## src/rtl/task_scheduler.sv

```systemverilog
// Round-robin grant arbiter for the shared analyser datapath.
// One engine at a time, one idle cycle between tenures, watchdog reclaim.
module task_scheduler #(
    parameter int N_TASKS  = 4,
    parameter int TO_WIDTH = 16,
    parameter int IDX_W    = $clog2(N_TASKS)
) (
    input  logic                clk,
    input  logic                rst,
    input  logic [N_TASKS-1:0]  task_en,
    input  logic [N_TASKS-1:0]  done,
    input  logic [TO_WIDTH-1:0] timeout_limit,
    output logic [N_TASKS-1:0]  grant,
    output logic [IDX_W-1:0]    active_idx,
    output logic                idle,
    output logic                timeout_pulse,
    output logic [IDX_W-1:0]    timeout_idx
);

    typedef enum logic [1:0] {
        S_IDLE,
        S_GRANT,
        S_GAP
    } state_t;

    state_t state;
    state_t state_n;

    logic [IDX_W-1:0]    last;
    logic [IDX_W-1:0]    last_n;
    logic [IDX_W-1:0]    sel_idx;
    logic [IDX_W-1:0]    cand;
    logic [TO_WIDTH-1:0] cnt;
    logic [TO_WIDTH-1:0] cnt_n;
    logic [N_TASKS-1:0]  grant_n;
    logic [IDX_W-1:0]    active_n;
    logic [IDX_W-1:0]    tidx_n;
    logic                pulse_n;
    logic                any_en;
    logic                revoke;
    logic                fin;
    logic                wd_fire;

    // Scan downward so the nearest enabled index after last wins.
    always_comb begin
        sel_idx = last;
        cand    = last;
        for (int k = N_TASKS; k >= 1; k--) begin
            cand = IDX_W'((int'(last) + k) % N_TASKS);
            if (task_en[cand]) begin
                sel_idx = cand;
            end
        end
    end

    assign any_en = |task_en;
    assign revoke = !task_en[active_idx];
    assign fin    = done[active_idx];

    always_comb begin
        wd_fire = 1'b0;
        if (state == S_GRANT
            && timeout_limit != '0
            && cnt == timeout_limit - TO_WIDTH'(1)
            && !revoke && !fin) begin
            wd_fire = 1'b1;
        end
    end

    always_comb begin
        state_n  = state;
        grant_n  = grant;
        active_n = active_idx;
        last_n   = last;
        cnt_n    = cnt;
        pulse_n  = 1'b0;
        tidx_n   = timeout_idx;
        unique case (state)
            S_IDLE, S_GAP: begin
                if (any_en) begin
                    state_n  = S_GRANT;
                    grant_n  = N_TASKS'(1) << sel_idx;
                    active_n = sel_idx;
                    last_n   = sel_idx;
                    cnt_n    = '0;
                end else begin
                    state_n = S_IDLE;
                    grant_n = '0;
                end
            end
            S_GRANT: begin
                if (revoke || fin || wd_fire) begin
                    state_n = S_GAP;
                    grant_n = '0;
                    pulse_n = wd_fire;
                    if (wd_fire) begin
                        tidx_n = active_idx;
                    end
                end else if (cnt != '1) begin
                    cnt_n = cnt + TO_WIDTH'(1);
                end
            end
            default: begin
                state_n = S_IDLE;
                grant_n = '0;
            end
        endcase
    end

    always_ff @(posedge clk or posedge rst) begin
        if (rst) begin
            state         <= S_IDLE;
            grant         <= '0;
            active_idx    <= '0;
            idle          <= 1'b1;
            timeout_pulse <= 1'b0;
            timeout_idx   <= '0;
            last          <= IDX_W'(N_TASKS - 1);
            cnt           <= '0;
        end else begin
            state         <= state_n;
            grant         <= grant_n;
            active_idx    <= active_n;
            idle          <= (state_n != S_GRANT);
            timeout_pulse <= pulse_n;
            timeout_idx   <= tidx_n;
            last          <= last_n;
            cnt           <= cnt_n;
        end
    end

endmodule

```

## config.mk

```make
export PLATFORM = sky130hd
export DESIGN_NAME = task_scheduler
export DESIGN_NICKNAME = d
export VERILOG_FILES = /design/src/rtl/task_scheduler.sv
export SDC_FILE = /design/constraint.sdc
export NUM_CORES = 1
export LEC_CHECK = 0
export ABC_AREA = 1
export CAP_MARGIN = 10
export CORE_UTILIZATION = 61
export DETAILED_ROUTE_END_ITERATION = 10
export GPL_TIMING_DRIVEN = 0
export PLACE_DENSITY = 0.93
export RECOVER_POWER = 50
export SKIP_CTS_REPAIR_TIMING = 1
export SYNTH_ARGS = -nofsm -noshare
export SYNTH_HDL_FRONTEND = slang
export SYNTH_SLANG_ARGS = --single-unit
```

## constraint.sdc

```tcl
create_clock -name clk -period 5.9 [get_ports clk]
set_input_delay 0.885 -clock clk [delete_from_list [all_inputs] [get_ports clk]]
set_output_delay 0.885 -clock clk [all_outputs]
set_load 0.02 [all_outputs]
```

**Run 1: register map, names as in the netlist**

The bar under the picture is 20 µm long.
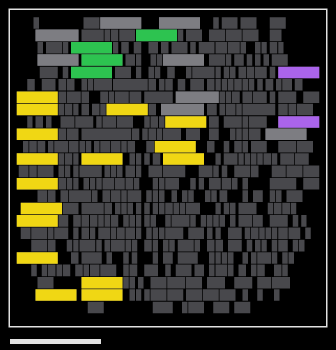
| colour | netlist name | flops |
|---|---|---|
| yellow | `cnt` | 16 |
| purple | `timeout_idx` | 2 |
| green | `grant` | 4 |

**Run 1: the clock network**

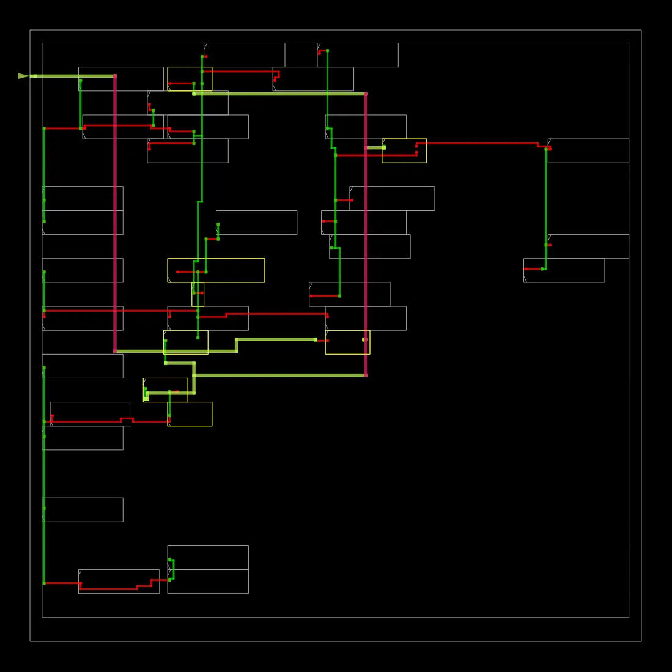
# clk buffers: 7
number of clock sinks seen by CTS: 30
seq_cells: 30
Clock net power: 0.218 mW

==> CHANGELOG.md, run 1 <==
### Changed

- Residual DRC: 0
- Cts bufs inserted: 5
- Crit. End Element: flop
- Clock Pin Slew Worst Setup and Hold Paths: 0.07 ns
- Min cycle time layout: 3.14 ns
- Top cells by area: dfrtp_1 (24%), nand2_1 (13%), nand3_1 (7.9%), nor2_1 (6.6%), xor2_1 (6.6%)
- Initial antenna violation count: 0
- Largest net degree at the start of global routing: 31
- R2r startpoint: cnt[0]
- Cell count in the Yosys report: 406
- Total Power: 1.02 mW
- Cells on worst reg2reg path: 9
- Clk root buf: clkbuf_8
- Status: finished, final reports clean
- Crit path launch: timeout_limit[0]
- First-pass GRT wire length: 11.8 mm
- Critical Path Sink: cnt[6]
- Total global-route track usage: 0.309
- CTS tree: built
- Share of cells above drive strength 1: 0.140
- Setup TNS: 0 ns
- Total Wirelength: 7.19 mm
- Row count: 24
- Clk pwr share: 0.213
- Routability cong.: 0.941
- Crit Path Category: in2reg
- Critical Path RT: 6.08 ns
- Die ar.: 4830 µm²
- Clk buf depth: 2
- FF-to-FF End: cnt[6]
- Crit path launch type: primary input
- Avg Inst Size Synth: 6.84 µm²
- Starting DRT DRC Count: 275
- Final setup violation count: 0
- Top area contributor share: 0.243
- RSZ-0062 raised after global routing: false
- Worst-path maximum fanout: 10
- Pre-CTS setup slack: 2.49 ns
- Hold Path Class: reg2reg
- Clock skew: 0.00699 ns
- Detailed Routing Iterations Pass 1: 5
- Floorplan core density: 0.638
- Switching portion of total power: 0.441
- Core area: 4350 µm²
- Post-Place Cells: 493
- DP HPWL: 5.46 mm
- Worst slew margin: 0.384
- DP Area: 3190 µm²
- Gate Count Post-Synth: 406
- Mapped cell area: 2780 µm²
- WHS: 0.537 ns
- # port buffers: 35
- Final cycle utilization of the critical path: 0.532
- P_leak: 1.58 nW
- FMAX: 319 MHz
- Via Count: 2829
- Worst slew pin tran: 0.925 ns
- Area figure in the yosys stat output: 2780 µm²
- Sequential group share of total power: 0.280
**Run 1: cells by drive strength**

The bar under the picture is 20 µm long.
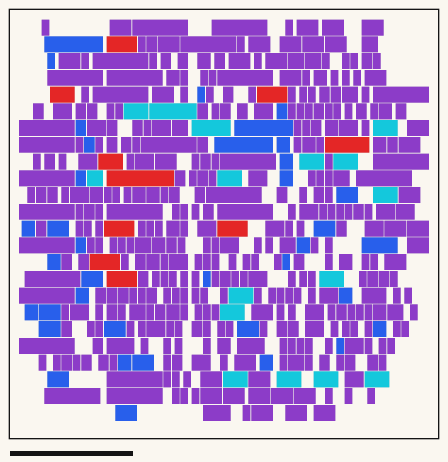
| colour | size | cells | share |
|---|---|---|---|
| blue | drive 2 | 37 | 8.2% |
| red | drive 6 and up | 10 | 2.2% |
| cyan | drive 3 to 4 | 16 | 3.6% |
| purple | drive 1 or less | 387 | 86% |

run 1: layer usage:
layer | global-route usage | part of all wire | wire (µm) | up-vias
met3 | 0.0610 | 0.062 | 445 | 24
met4 | 0.132 | 0.025 | 182 | 0
met2 | 0.504 | 0.49 | 3540 | 110
met5 | 0 | 0 | 0 | -
met1 | 0.398 | 0.42 | 3030 | 1301
li1 | - | - | - | 1394
run 1: layout make-up:
type | count | area [µm²]
multi-input cells | 313 | 1760
flip-flops and latches | 30 | 754
plain buffers | 9 | 58.8
fillers | 328 | 1040
well taps | 52 | 65.1
clock buffers | 7 | 86.3
repair buffers | 36 | 354
clock inverters | 1 | 30.0
inverters | 54 | 203
run 1: power by group through the flow:
stage / Sequential, mW / Clock [mW] / Combinational [mW]
finish: 0.287 / 0.218 / 0.519
global route: 0.290 / 0.233 / 0.573
CTS: 0.287 / 0.221 / 0.517
detailed placement: 0.290 / 0 / 0.513
global placement: 0.287 / 0 / 0.498
floorplan: 0.304 / 0 / 0.349
run 1: cell usage after synthesis, drive strengths merged:
master,count
a21oi,4
a31oi,3
buf,7
clkbuf,2
clkinv,2
dfrtp,27
dfstp,3
ha,3
inv,52
nand2,115
nand3,56
nand3b,6
nand4,8
nor2,59
nor3,8
nor3b,3
nor4,5
o2111a,1
o2111ai,1
o211ai,2
o21ai,11
o22ai,2
xnor2,4
xor2,22
run 1: how the worst min path moves through the flow:
stage,from,end,slack (ns),cells after the start
global placement,grant[3],grant[3],0.52,2
CTS,grant[3],grant[3],0.54,2
global route,last[1],last[1],0.56,2
finish,grant[3],grant[3],0.54,2
floorplan,last[1],last[1],0.50,2
detailed placement,grant[3],grant[3],0.53,2
run 1: cells by family after synthesis:
family | Yosys count | synth area share
simple gates | 260 | 0.485
buf+inv | 63 | 0.0941
flops | 30 | 0.272
xor+xnor | 26 | 0.0846
compound gates | 24 | 0.0509
fa+ha+maj | 3 | 0.0135
run 1: sequential cells by signal, summed over array words and instances (netlist names):
| signal | cells |
|---|---|
| active_idx | 2 |
| cnt | 16 |
| grant | 4 |
| idle | 1 |
| last | 2 |
| state | 2 |
| timeout_idx | 2 |
| timeout_pulse | 1 |
run 1: worst max-delay path: stages:
cell	delay, ns
clkdlybuf4s50_1	0.43
inv_1	0.21
ha_1	0.34
inv_1	0.07
nand2_1	0.08
nand2_1	0.05
nand2_1	0.05
nand2_1	0.07
inv_2	0.06
nand2_1	0.06
nor2_1	0.12
nand3_2	0.14
nor2_8	0.17
nand2_4	0.09
nand3_4	0.10
nand2_4	0.10
buf_6	0.17
nand3_2	0.08
nand2_2	0.04
run 1: placed cells by master, fill, tap and decap left out, types with 4 or more instances in the layout:
cell	instances
a21oi_1	4
buf_2	4
clkbuf_8	6
clkdlybuf4s50_1	29
dfrtp_1	27
dlygate4sd3_1	6
inv_1	47
inv_2	5
nand2_1	99
nand2_2	11
nand2_4	5
nand3_1	44
nand3_2	11
nand3b_1	6
nand4_1	7
nor2_1	49
nor2_4	8
nor3_1	8
nor4_1	5
o21ai_0	9
xnor2_1	4
xor2_1	21
==> run 2: changes to the inputs <==
Settings changed: CORE_UTILIZATION 61 to 56, PLACE_DENSITY 0.93 to 0.87.
Clock period 5.9 ns to 3.1 ns, I/O delays scaled along.
**Run 2: register map, names as in the netlist**

The bar under the picture is 20 µm long.
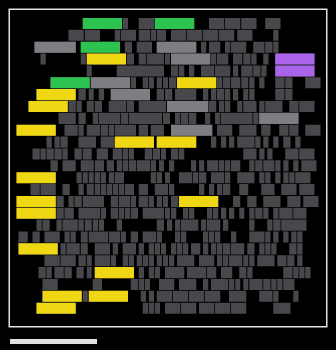
| colour | netlist name | flops |
|---|---|---|
| green | `grant` | 4 |
| purple | `timeout_idx` | 2 |
| yellow | `cnt` | 16 |
not coloured: 8

**Run 2: clock network drawn from the DEF**

The bar under the picture is 20 µm long.
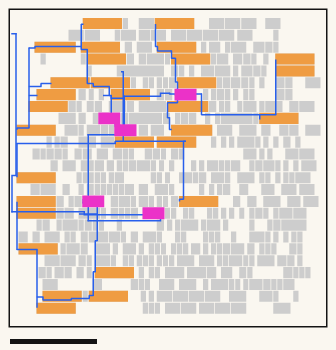
[magenta] cells driving clock nets | count: 5
[orange] flip-flops | count: 30
[blue] clock wires | length: 455 µm
routed clock nets: 6
Late-Pin Clk Latency: 0.28 ns
Clock net power: 0.411 mW
Clk pwr share: 0.211
clock skew: 0.00205 ns

==> run 2 against run 1 <==
  * Sequential share of layout area decreased by 0.13 points
  * Clock power up 89%
  * First-iteration DRC count down 4.0%
  * Non-clock buffer count unchanged
  * Clock-buffer cell count did not move
  * Die size grew 8.7%
  * Area after synthesis unchanged
  * Synthesized cell count is the same
  * Via count is 0.67% lower
  * Global-route usage decreased by 2.7 points
  * Routed wire length fell by 3.7%
==> CHANGELOG.md, run 2 <==
### Changed

- Share of cells above drive strength 1: 0.140
- Top reg by flops: cnt
- Floorplan core density: 0.584
- Detailed Routing Iterations Pass 1: 6
- P_leak: 1.58 nW
- Total global-route track usage: 0.282
- Number of flip-flops in the largest register: 16
- Top flop regs: cnt x16, grant x4
- Die ar.: 5250 µm²
- Flip-flops with a built-in enable: 0
- Worst slew margin: 0.444
- Total Wirelength: 6.93 mm
- RSZ-0062 raised after global routing: false
- Via Count: 2810
- Final setup violation count: 0
- Mapped cell area: 2780 µm²
- Largest net degree at the start of global routing: 31
- Post-Place Cells: 508
- Dominant Register Cell: dfrtp_1
- R2r startpoint: cnt[0]
- Number of clock sinks seen by CTS: 30
- Critical Path Sink: cnt[0]
- Setup TNS: 0 ns
- Worst-path maximum fanout: 10
- Status: finished, final reports clean
- Crit path launch: timeout_limit[0]
- Routability cong.: 0.932
- Cts bufs inserted: 5
- Worst slew pin tran: 0.833 ns
- Clk root buf: clkbuf_8
- First-pass GRT wire length: 11.4 mm
- Top cells by area: dfrtp_1 (24%), nand2_1 (13%), nand3_1 (7.9%), nor2_1 (6.6%), xor2_1 (6.6%)
- Row count: 25
- Starting DRT DRC Count: 264
- # port buffers: 35
- Crit path launch type: primary input
- Count leader, synth: nand2_1
- Avg Inst Size Synth: 6.84 µm²
- Synth cell count leaders: nand2_1 (99), nor2_1 (49), inv_1 (47)
- Async set or reset register ratio after synthesis: 1.00
- FMAX: 373 MHz
- CTS tree: built
- Top area contributor share: 0.243
- Cells on worst reg2reg path: 9
- Clock Pin Slew Worst Setup and Hold Paths: 0.06 ns
- Critical Path RT: 3.27 ns
- Total Power: 1.95 mW
- Cell count in the Yosys report: 406
- Initial antenna violation count: 0
- Crit. End Element: flop
- DP Area: 3210 µm²
- Top Layout Cells: nand2_1 (99), nor2_1 (49), inv_1 (47), nand3_1 (44), clkdlybuf4s50_1 (29)
- Commonest Layout Cell: nand2_1
- Clk buf depth: 2
[run 2: where the power goes]
| part | switching (mW) | internal, mW |
|---|---|---|
| Clock | 0.150 | 0.262 |
| Combinational | 0.647 | 0.343 |
| Sequential | 0.0589 | 0.486 |
[run 2: per-stage QoR]
step | utilization | hold WS [ns]
3_5_place_dp | 0.676 | 0.525
3_3_place_gp | 0.676 | 0.525
2_1_floorplan | - | 0.504
5_1_grt | 0.701 | 0.570
6_report | 0.701 | 0.532
4_1_cts | 0.700 | 0.535
[run 2: worst min path at each step]
stage	startpoint	endpoint	slack, ns	depth (start not counted)
after floorplan	last[1]	last[1]	0.50	2
after global placement	grant[3]	grant[3]	0.52	2
after detailed placement	grant[3]	grant[3]	0.53	2
after CTS	grant[3]	grant[3]	0.53	2
after global routing	grant[3]	grant[3]	0.57	2
final	grant[3]	grant[3]	0.53	2
[run 2: worst max-delay path, stage by stage]
cell,delay (ns)
clkdlybuf4s50_1,0.44
inv_1,0.20
ha_1,0.33
nand2_4,0.09
nor2_4,0.14
nand2_1,0.08
xor2_1,0.18
nand2_1,0.12
nor2_4,0.20
nand2_4,0.10
nand3_4,0.10
nand2_4,0.10
buf_6,0.17
nand3_2,0.07
nand2_1,0.05
[run 2: cell type report]
class / instances / area [µm²]
timing repair buffer: 36 / 354
buffer: 9 / 58.8
tap: 67 / 83.8
sequential: 30 / 754
clock buffer: 7 / 86.3
clock inverter: 1 / 30.0
multi-input combinational: 313 / 1760
fill: 423 / 1420
inverter: 54 / 203
[run 2: per-layer routing]
layer,track usage,part of all wire,up-vias
met4,0.0980,0.018,0
met2,0.482,0.49,93
met3,0.0417,0.052,15
met5,0,0,-
li1,-,-,1388
met1,0.364,0.44,1314
[run 2: cell families after synthesis]
logic type      share of synthesized area
flops                               0.272
simple gates                        0.485
buf+inv                            0.0941
xor+xnor                           0.0846
fa+ha+maj                          0.0135
compound gates                     0.0509
==> run 3: changes to the inputs <==
Settings changed: SKIP_CTS_REPAIR_TIMING 1 to unset.
**Run 3: close-up of the layout**

Window x 39 to 69, y 3 to 33 µm. Cells in grey, sequential cells in the stronger grey; small squares are vias.
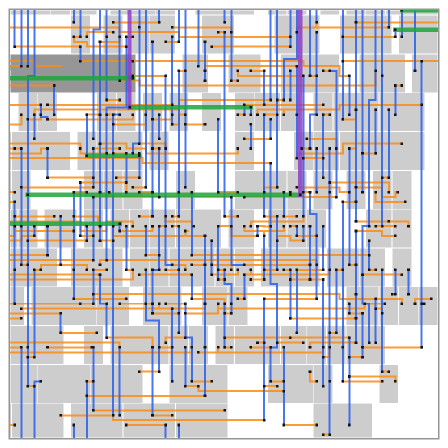
| colour | layer |
|---|---|
| blue | met2 |
| orange | met1 |
| purple | met4 |
| green | met3 |
netlist names of flops here include: `cnt` (1)
cells with their middle in the window: 101
sequential cells in the window: 1
most frequent: nand2_1 (30), nor2_1 (12), clkdlybuf4s50_1 (9)

**Run 3: register map, names as in the netlist**

The bar under the picture is 20 µm long.
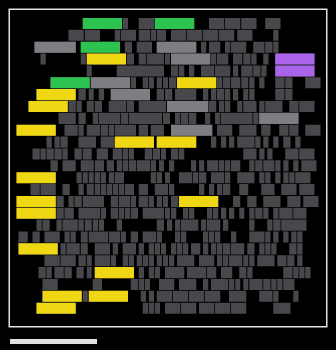
| colour | netlist name | flops |
|---|---|---|
| yellow | `cnt` | 16 |
| purple | `timeout_idx` | 2 |
| green | `grant` | 4 |

==> run 3 against run 2 <==
  * Die size is the same
  * Core utilization is the same
  * Worst setup slack is the same
  * Critical endpoint unchanged
  * Clock skew is the same
  * Global-route usage is the same
  * Synthesized cell count is the same
  * Combinational power is essentially flat
  * Area after synthesis is the same
  * Hold slack is the same
  * Cell area is the same
  * Largest power group unchanged
  * Routed wire length is the same
==> CHANGELOG.md, run 3 <==
### Changed

- Status: finished, final reports clean
- Flip-flops with a built-in enable: 0
- Post-Route Utilization: 0.701
- Die ar.: 5250 µm²
- FMAX: 373 MHz
- Share of cells above drive strength 1: 0.140
- Core area: 4750 µm²
- Layout fillers: 423
- # port buffers: 35
- Routed metal-1 wirelength: 3.03 mm
- Final setup violation count: 0
- Async set or reset register ratio after synthesis: 1.00
- Clock skew: 0.00205 ns
- Dominant Register Cell: dfrtp_1
- Largest net degree at the start of global routing: 31
- Synth cell count leaders: nand2_1 (99), nor2_1 (49), inv_1 (47)
- Floorplan core density: 0.584
- Number of clock sinks seen by CTS: 30
- Worst slew margin: 0.444
- Total Wirelength: 6.93 mm
- Storage cell area: 754 µm²
- WHS: 0.532 ns
- Wirelength per Cell: 13.4 µm
- Top area contributor share: 0.243
- Detailed Routing Iterations Pass 1: 6
- Met3 WL: 360 µm
- Crit path launch: timeout_limit[0]
- Critical Path RT: 3.27 ns
- Post-synth top area cell: dfrtp_1
- Cell count in the Yosys report: 406
- Total Power: 1.95 mW
- Total global-route track usage: 0.282
- Min cycle time layout: 2.68 ns
- Clock Pin Slew Worst Setup and Hold Paths: 0.06 ns
- R2r startpoint: cnt[0]
- Starting DRT DRC Count: 264
- RSZ-0062 raised after global routing: false
- Crit. End Element: flop
- Post-Place Cells: 508
- WL met2: 3.41 mm
- Data arrival time at the worst-slack endpoint: 2.86 ns
- Area figure in the yosys stat output: 2780 µm²
- Worst slew pin tran: 0.833 ns
- Worst Hold Path Cells: 2
- Routability cong.: 0.932
- Initial antenna violation count: 0
- Worst-path maximum fanout: 10
- Commonest Layout Cell: nand2_1
- Top routing layer in use: met4
- Cells on worst reg2reg path: 9
- DP HPWL: 5.38 mm
- P_leak: 1.58 nW
- Crit Path Category: in2reg
- Late-Pin Clk Latency: 0.28 ns
- First-pass GRT wire length: 11.4 mm
- Avg Inst Size Synth: 6.84 µm²
- Top flop regs: cnt x16, grant x4
- Number of flip-flops in the largest register: 16
- Clk root buf: clkbuf_8
- WHS Endpoint: grant[3]
- Cts bufs inserted: 5
- Row count: 25
- FF-to-FF End: cnt[9]
- Residual DRC: 0
- Top reg by flops: cnt
- Setup TNS: 0 ns
- Count leader, synth: nand2_1
- Hold path startpoint: grant[3]
- Crit path launch type: primary input
- Hold Path Class: reg2reg
- Gate Count Post-Synth: 406
- MI comb area: 1760 µm²
-- run 3: cell counts in the layout (fill, tap and decap cells not counted) --
No cell type changed its count.
-- run 3: power by group --
part	switching, mW	internal [mW]
registers	0.0589	0.486
clock network	0.150	0.262
logic	0.647	0.343
total	0.855	1.09
-- run 3: worst max-delay path, cell delays in order --
cell and delay, ns:
clkdlybuf4s50_1 0.44, inv_1 0.20, ha_1 0.33, nand2_4 0.09, nor2_4 0.14, nand2_1 0.08
xor2_1 0.18, nand2_1 0.12, nor2_4 0.20, nand2_4 0.10, nand3_4 0.10, nand2_4 0.10
buf_6 0.17, nand3_2 0.07, nand2_1 0.05
-- run 3: how the worst max path moves through the flow --
| stage | endpoint | slack (ns) | cells after the start |
|---|---|---|---|
| after floorplan | cnt[1] | 0.88 | 18 |
| after global placement | cnt[6] | 0.16 | 15 |
| after detailed placement | cnt[0] | 0.12 | 19 |
| after CTS | cnt[0] | 0.41 | 19 |
| after global routing | cnt[4] | 0.19 | 19 |
| final | cnt[0] | 0.42 | 15 |
-- run 3: logic make-up after synthesis --
group                      after synthesis  synth area share
AOI/OAI and AO/OA                       24            0.0509
xor gates and xnor gates                26            0.0846
adders and majority gates                3            0.0135
buffers and inverters                   63            0.0941
DFF                                     30             0.272
and+or+nand+nor                        260             0.485
-- run 3: through the flow --
stage / setup WS (ns) / area [µm²]
floorplan: 0.880 / 2780
global placement: 0.157 / 3210
detailed placement: 0.119 / 3210
CTS: 0.409 / 3330
global route: 0.189 / 3330
finish: 0.419 / 3330
-- run 3: cell type report --
type / instances / area share
sequential: 30 / 0.226
clock inverter: 1 / 0.00901
clock buffer: 7 / 0.0259
multi-input combinational: 313 / 0.529
tap: 67 / 0.0252
buffer: 9 / 0.0176
timing repair buffer: 36 / 0.106
inverter: 54 / 0.0608
-- run 3: layer usage --
| layer | vias to the layer above | track usage |
|---|---|---|
| met2 | 93 | 0.482 |
| met4 | 0 | 0.0980 |
| met3 | 15 | 0.0417 |
| met1 | 1314 | 0.364 |
| met5 | - | 0 |
| li1 | 1388 | - |
Power figures rest on the tool's default switching activity, not on a simulated workload.
